### src/rtl/dtm_dmi_hs_if.sv
// DMI request/acknowledge bundle between the debug transport module and the Debug Module.
interface dtm_dmi_hs_if #(
    parameter int unsigned ABITS = 7
);
    logic             req;
    logic             write;
    logic [ABITS-1:0] addr;
    logic [31:0]      wdata;
    logic             ack;
    logic [31:0]      rdata;
    logic             err;

    modport master (
        output req, write, addr, wdata,
        input  ack, rdata, err
    );

    modport slave (
        input  req, write, addr, wdata,
        output ack, rdata, err
    );
endinterface

### src/rtl/dtm_dmi_hs.sv
// JTAG debug transport: pin synchroniser, TAP, IDCODE/DTMCS/DMI/BYPASS registers and a req/ack DMI port.
// Build option DTM_IDCODE_EN keeps the IDCODE instruction; without it the IR resets to BYPASS.
module dtm_dmi_hs #(
    parameter int unsigned ABITS      = 7,
    parameter logic [31:0] IDCODE_VAL = 32'h0000_0001,
    parameter logic [2:0]  IDLE_HINT  = 3'd1,
    parameter int unsigned IR_LEN     = 5
) (
    input  logic            clk,
    input  logic            rst_n,
    input  logic            tck_ns,
    input  logic            tms_ns,
    input  logic            tdi_ns,
    output logic            tdo,
    dtm_dmi_hs_if.master    dmi
);
    localparam int unsigned DR_W = ABITS + 34;
`ifdef DTM_IDCODE_EN
    localparam logic [IR_LEN-1:0] IR_RST = IR_LEN'(5'h01);
`else
    localparam logic [IR_LEN-1:0] IR_RST = IR_LEN'(5'h1F);
`endif

    typedef enum logic [3:0] {
        TLR, RTI, SEL_DR, CAP_DR, SH_DR, EX1_DR, PAU_DR, EX2_DR, UPD_DR,
        SEL_IR, CAP_IR, SH_IR, EX1_IR, PAU_IR, EX2_IR, UPD_IR
    } tap_t;

    typedef enum logic [1:0] {SEL_BYP, SEL_IDC, SEL_DTMCS, SEL_DMI} sel_t;

    logic [2:0]        tck_s, tms_s, tdi_s;
    tap_t              tap, tap_nxt_c;
    sel_t              sel_c;
    logic [IR_LEN-1:0] ir, ir_sr;
    logic [DR_W-1:0]   sr;
    logic [1:0]        sticky;
    logic [ABITS-1:0]  dr_addr;
    logic [31:0]       dr_data;
    logic              launch, discard;

    logic              rise_c, fall_c, tms, tdi;
    logic              ack_c, busy_c;
    logic [1:0]        sticky_a_c, cap_op_c, upd_op_c;
    logic [31:0]       dtmcs_c;
    logic              unused_c;

    assign rise_c   = !tck_s[2] && tck_s[1];
    assign fall_c   = tck_s[2] && !tck_s[1];
    assign tms      = tms_s[1];
    assign tdi      = tdi_s[1];
    assign unused_c = ^{tms_s[2], tdi_s[2]};

    // IEEE 1149.1 TAP next-state graph
    always_comb begin
        tap_nxt_c = tap;
        case (tap)
            TLR:    tap_nxt_c = tms ? TLR    : RTI;
            RTI:    tap_nxt_c = tms ? SEL_DR : RTI;
            SEL_DR: tap_nxt_c = tms ? SEL_IR : CAP_DR;
            CAP_DR: tap_nxt_c = tms ? EX1_DR : SH_DR;
            SH_DR:  tap_nxt_c = tms ? EX1_DR : SH_DR;
            EX1_DR: tap_nxt_c = tms ? UPD_DR : PAU_DR;
            PAU_DR: tap_nxt_c = tms ? EX2_DR : PAU_DR;
            EX2_DR: tap_nxt_c = tms ? UPD_DR : SH_DR;
            UPD_DR: tap_nxt_c = tms ? SEL_DR : RTI;
            SEL_IR: tap_nxt_c = tms ? TLR    : CAP_IR;
            CAP_IR: tap_nxt_c = tms ? EX1_IR : SH_IR;
            SH_IR:  tap_nxt_c = tms ? EX1_IR : SH_IR;
            EX1_IR: tap_nxt_c = tms ? UPD_IR : PAU_IR;
            PAU_IR: tap_nxt_c = tms ? EX2_IR : PAU_IR;
            EX2_IR: tap_nxt_c = tms ? UPD_IR : SH_IR;
            UPD_IR: tap_nxt_c = tms ? SEL_DR : RTI;
            default: tap_nxt_c = TLR;
        endcase
    end

    always_comb begin
        sel_c = SEL_BYP;
        if (ir == IR_LEN'(5'h10))      sel_c = SEL_DTMCS;
        else if (ir == IR_LEN'(5'h11)) sel_c = SEL_DMI;
`ifdef DTM_IDCODE_EN
        else if (ir == IR_LEN'(5'h01)) sel_c = SEL_IDC;
`endif
    end

    // A completing ack is folded in before any capture/update seen in the same clk
    always_comb begin
        ack_c      = dmi.ack && dmi.req;
        sticky_a_c = (ack_c && !discard && dmi.err) ? 2'd2 : sticky;
        busy_c     = launch || (dmi.req && !ack_c);
        cap_op_c   = busy_c ? 2'd3 : sticky_a_c;
        upd_op_c   = sr[1:0];
        dtmcs_c    = {17'd0, IDLE_HINT, sticky, 6'(ABITS), 4'd1};
    end

    always_ff @(posedge clk) begin
        if (!rst_n) begin
            tck_s     <= '0;
            tms_s     <= '0;
            tdi_s     <= '0;
            tap       <= TLR;
            ir        <= IR_RST;
            ir_sr     <= '0;
            sr        <= '0;
            sticky    <= '0;
            dr_addr   <= '0;
            dr_data   <= '0;
            launch    <= 1'b0;
            discard   <= 1'b0;
            tdo       <= 1'b0;
            dmi.req   <= 1'b0;
            dmi.write <= 1'b0;
            dmi.addr  <= '0;
            dmi.wdata <= '0;
        end else begin
            tck_s  <= {tck_s[1:0], tck_ns};
            tms_s  <= {tms_s[1:0], tms_ns};
            tdi_s  <= {tdi_s[1:0], tdi_ns};
            sticky <= sticky_a_c;

            if (launch) begin
                dmi.req <= 1'b1;
                launch  <= 1'b0;
            end
            if (ack_c) begin
                dmi.req <= 1'b0;
                discard <= 1'b0;
                if (!discard && !dmi.write) dr_data <= dmi.rdata;
            end

            if (rise_c) begin
                tap <= tap_nxt_c;
                if (tap_nxt_c == TLR) ir <= IR_RST;
                case (tap)
                    CAP_IR: ir_sr <= IR_LEN'(5'h01);
                    SH_IR:  ir_sr <= {tdi, ir_sr[IR_LEN-1:1]};
                    CAP_DR: begin
                        case (sel_c)
                            SEL_IDC:   sr <= DR_W'(IDCODE_VAL);
                            SEL_DTMCS: sr <= DR_W'(dtmcs_c);
                            SEL_DMI: begin
                                sr <= {dr_addr, dr_data, cap_op_c};
                                if (busy_c) sticky <= 2'd3;
                            end
                            default:   sr <= '0;
                        endcase
                    end
                    // TDI enters at the top of the selected register's real length
                    SH_DR: begin
                        case (sel_c)
                            SEL_DMI: sr       <= {tdi, sr[DR_W-1:1]};
                            SEL_BYP: sr[0]    <= tdi;
                            default: sr[31:0] <= {tdi, sr[31:1]};
                        endcase
                    end
                    default: ;
                endcase
            end

            if (fall_c) begin
                tdo <= (tap == SH_DR) ? sr[0] : (tap == SH_IR) ? ir_sr[0] : 1'b0;
                if (tap == UPD_IR) ir <= ir_sr;
                if (tap == UPD_DR && sel_c == SEL_DTMCS) begin
                    if (sr[17]) begin
                        sticky  <= 2'd0;
                        launch  <= 1'b0;
                        discard <= dmi.req && !ack_c;
                    end else if (sr[16]) begin
                        sticky  <= 2'd0;
                    end
                end
                if (tap == UPD_DR && sel_c == SEL_DMI && sticky_a_c == 2'd0) begin
                    if (busy_c) begin
                        sticky <= 2'd3;
                    end else if (upd_op_c == 2'd1 || upd_op_c == 2'd2) begin
                        launch    <= 1'b1;
                        dmi.write <= (upd_op_c == 2'd2);
                        dmi.addr  <= sr[DR_W-1:34];
                        dmi.wdata <= sr[33:2];
                        dr_addr   <= sr[DR_W-1:34];
                        dr_data   <= sr[33:2];
                    end
                end
            end
        end
    end
endmodule

### src/flat_wrapper.sv
// flat-port wrapper written by rule: the top's interface ports become plain ports
module dtm_dmi_hs_flat 
#(
    parameter int unsigned ABITS      = 7,
    parameter logic [31:0] IDCODE_VAL = 32'h0000_0001,
    parameter logic [2:0]  IDLE_HINT  = 3'd1,
    parameter int unsigned IR_LEN     = 5
)
  (clk, rst_n, tck_ns, tms_ns, tdi_ns, tdo, dmi_req, dmi_write, dmi_addr, dmi_wdata, dmi_ack, dmi_rdata, dmi_err);
  dtm_dmi_hs_if #(.ABITS(ABITS)) dmi_i ();
  input  logic clk;
  input  logic rst_n;
  input  logic tck_ns;
  input  logic tms_ns;
  input  logic tdi_ns;
  output logic tdo;
  output wire logic [$bits(dmi_i.req)-1:0] dmi_req;
  output wire logic [$bits(dmi_i.write)-1:0] dmi_write;
  output wire logic [$bits(dmi_i.addr)-1:0] dmi_addr;
  output wire logic [$bits(dmi_i.wdata)-1:0] dmi_wdata;
  input wire logic [$bits(dmi_i.ack)-1:0] dmi_ack;
  input wire logic [$bits(dmi_i.rdata)-1:0] dmi_rdata;
  input wire logic [$bits(dmi_i.err)-1:0] dmi_err;
  assign dmi_req = dmi_i.req;
  assign dmi_write = dmi_i.write;
  assign dmi_addr = dmi_i.addr;
  assign dmi_wdata = dmi_i.wdata;
  assign dmi_i.ack = dmi_ack;
  assign dmi_i.rdata = dmi_rdata;
  assign dmi_i.err = dmi_err;
  dtm_dmi_hs #(.ABITS(ABITS), .IDCODE_VAL(IDCODE_VAL), .IDLE_HINT(IDLE_HINT), .IR_LEN(IR_LEN)) u_core (.clk(clk), .rst_n(rst_n), .tck_ns(tck_ns), .tms_ns(tms_ns), .tdi_ns(tdi_ns), .tdo(tdo), .dmi(dmi_i));
endmodule
### config.mk
export PLATFORM = sky130hd
export DESIGN_NAME = dtm_dmi_hs_flat
export DESIGN_NICKNAME = d
export VERILOG_FILES = /design/src/rtl/dtm_dmi_hs_if.sv /design/src/rtl/dtm_dmi_hs.sv /design/src/flat_wrapper.sv
export SDC_FILE = /design/constraint.sdc
export NUM_CORES = 1
export LEC_CHECK = 0
export CAP_MARGIN = 20
export CORE_MARGIN = 2
export CORE_UTILIZATION = 35
export CTS_CLUSTER_DIAMETER = 40
export DETAILED_ROUTE_END_ITERATION = 8
export PLACE_DENSITY = 0.54
export SETUP_SLACK_MARGIN = 0.2
export SLEW_MARGIN = 20
export SYNTH_ARGS = -nofsm -noshare
export SYNTH_HDL_FRONTEND = slang
export SYNTH_SLANG_ARGS = --single-unit
### constraint.sdc
create_clock -name clk -period 2.35 [get_ports clk]
set_input_delay 0.47 -clock clk [delete_from_list [all_inputs] [get_ports clk]]
set_output_delay 0.47 -clock clk [all_outputs]
set_load 0.005 [all_outputs]
### Floorplan with the power grid

Scale bar: 50 um. Pins as bars on the die edge.
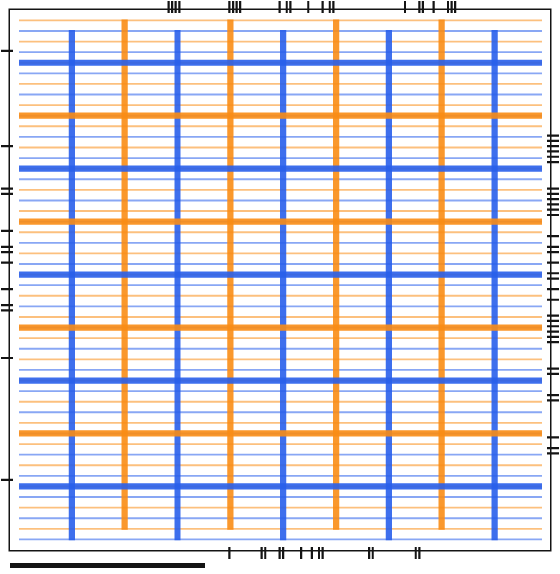
VSS -> blue
VDD -> orange
met4 straps = 9
rows = 49
signal pins = 81
met5 straps = 9

### Cell classes on the final placement

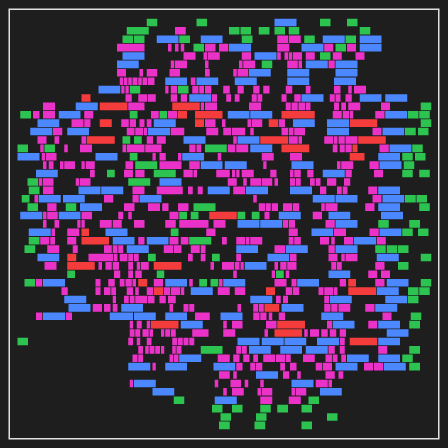
registers -> blue  # cells 140
remaining buffers and delay cells -> green  # cells 106
remaining logic cells -> magenta  # cells 469
clock drivers and dummy loads -> red  # cells 32
Core Box Area: 17900 sq um
standard-cell rows: 49
Layout Cell Area excl Fill: 8010 sq um
sequential fraction of total cell area: 35.0%
share of the core filled with cells: 44.7%

==> run summary <==
Summary of implementation figures.

Run status
The flow ran to the end, and the final reports show no timing, DRC or antenna violations.

Finish
The share of post-route cells with drive strength above 1 is 16.6%. Once layout is complete, the cells apart from fillers number 976. The layout contains a multi-input combinational cell count of 463. After layout, the buffer instance count without clock buffers stands at 106.

The fraction of area in clock buffers and inverters is 7.30%. 0 antenna diodes ended up in the layout. The area used by sequential logic in the layout is 2800 sq um. In the final design, more cell area goes to combinational gates than to any other class. Counting only logic cells after layout, the most numerous master is dfxtp_1.

By instance count after routing, the leading logic cell types are 139 x dfxtp_1, 80 x nand2_1, 79 x clkdlybuf4s50_1. Per the layout report, the design carries 6 non-clock inverters. The layout has 19 clock buffers.

Job
Across all stage logs, warnings added up to 26.

Clocking
Clock tree synthesis found a total of 140 sinks. The clock-pin slew on the worst setup and hold paths is 0.06 ns. The number of cells upsized or downsized after cts is 0.

CTS placed an instance of clkbuf_16 at the clock tree root. At the later pin of the worst-skew pair, clock insertion delay measures 0.43 ns. TritonCTS built the clock tree. Looking at the clock tree report, the H-tree level count equals 4.

Yosys
The cell count after synthesis is 672. The sequential element share of the synthesized area is 44.2%. For reference, simple AND, OR, NAND and NOR cells occupy 16.1% of the area reported after synthesis. Of the combinational cells, the family taking the most area is AND-OR/OR-AND gates.

The top cell type's share of synthesized area is 44.2%. The count of warnings emitted by yosys is 0. The gate-level netlist out of Yosys references 65 unique cell types.

The share of cell area taken by muxes after synthesis is 10.8%. The synthesized-area fraction occupied by adder cells is 0.197%. For this run, asynchronously set or reset flops after synthesis account for 0%.

For reference, the top cells by area after synthesis are dfxtp_1 44%, mux2_2 5.9%, nand2_1 4.7%, mux2i_1 4.6%, a22o_1 4.4%. Of the total synthesized cell area, the portion taken by AND-OR and OR-AND cells is 22.9%.

Global routing
The overall overflow remaining after global route is 0. After global routing, the most crowded layer is met2. The via count of the first global-routing pass is 5345.

Pwr
The leakage power is 0.00290 uW. The total power draw is 5230 uW. The largest vdd supply drop is 516 uV.

Detailed routing
The wire length reported by the detailed router is 17600 um. The average detailed-routed wire length per instance is 18.0 um. The routed layout has 5378 vias. The iteration count of the initial detailed-routing pass is 4.

The routed design uses 800 um of met3 wire.

Worst setup path
The timing report shows the most common cell along the critical path to be buf_4. The data arrival at the endpoint of the critical path is 2.40 ns. Among all stages on the critical path, the largest delay is contributed by dfxtp_1.

The largest fanout on the critical path is 8. Walking the worst path, the cells encountered are inv_1 > ha_1 > a2111oi_2 > buf_4 > and3_2 > buf_4 > mux2i_1. In this run the worst setup path terminates at u_core.dmi.addr[0]$_SDFFE_PN0P_.

Hold path
The number of cells traversed by the worst hold path is 2. The tightest min-delay check is of the in -> reg type. The startpoint of the lowest-slack hold path is rst_n.

Place
The number of port buffers is 80. Routability-driven placement finished with a final weighted congestion of 0.793. The standard cell area after detailed placement is 7410 sq um.

Floorplan
Across the placement rows, the number of tap cells is 229.
### Clock network drawn from the DEF

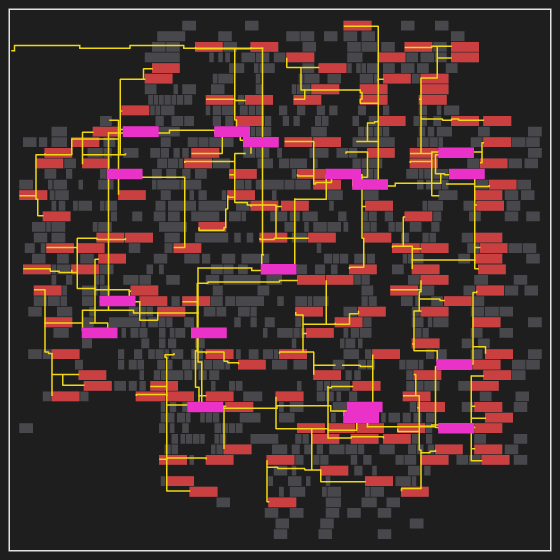
clock-net drivers -> magenta  # count 17
clock wires -> yellow  # length 1900 um
flip-flops -> red  # count 140
flops lie = all over the die
routed clock nets = 18

-- flip-flops by register name, summed over array words and instances (netlist names), 2 cells and up --
register	cells
u_core.dmi.addr	7
u_core.dmi.wdata	32
u_core.dr_data	32
u_core.ir	5
u_core.ir_sr	5
u_core.sr	41
u_core.sticky	2
u_core.tap	4
u_core.tck_s	3
u_core.tdi_s	2
u_core.tms_s	2
-- worst register-to-register path, stage by stage (launching register included) --
cell,delay [ns]
dfxtp_1,0.40
inv_1,0.07
ha_1,0.32
a2111oi_2,0.35
buf_4,0.19
and3_2,0.25
buf_4,0.21
mux2i_1,0.20
-- power by group --
part           leakage (uW)  total, uW  switching (uW)  internal (uW)
combinational       0.00149        174            86.0           88.3
clock              0.000283       2660            1120           1540
sequential          0.00113       2390            12.4           2380
total               0.00290       5230            1220           4010
Power is estimated from default activity; no workload was simulated.
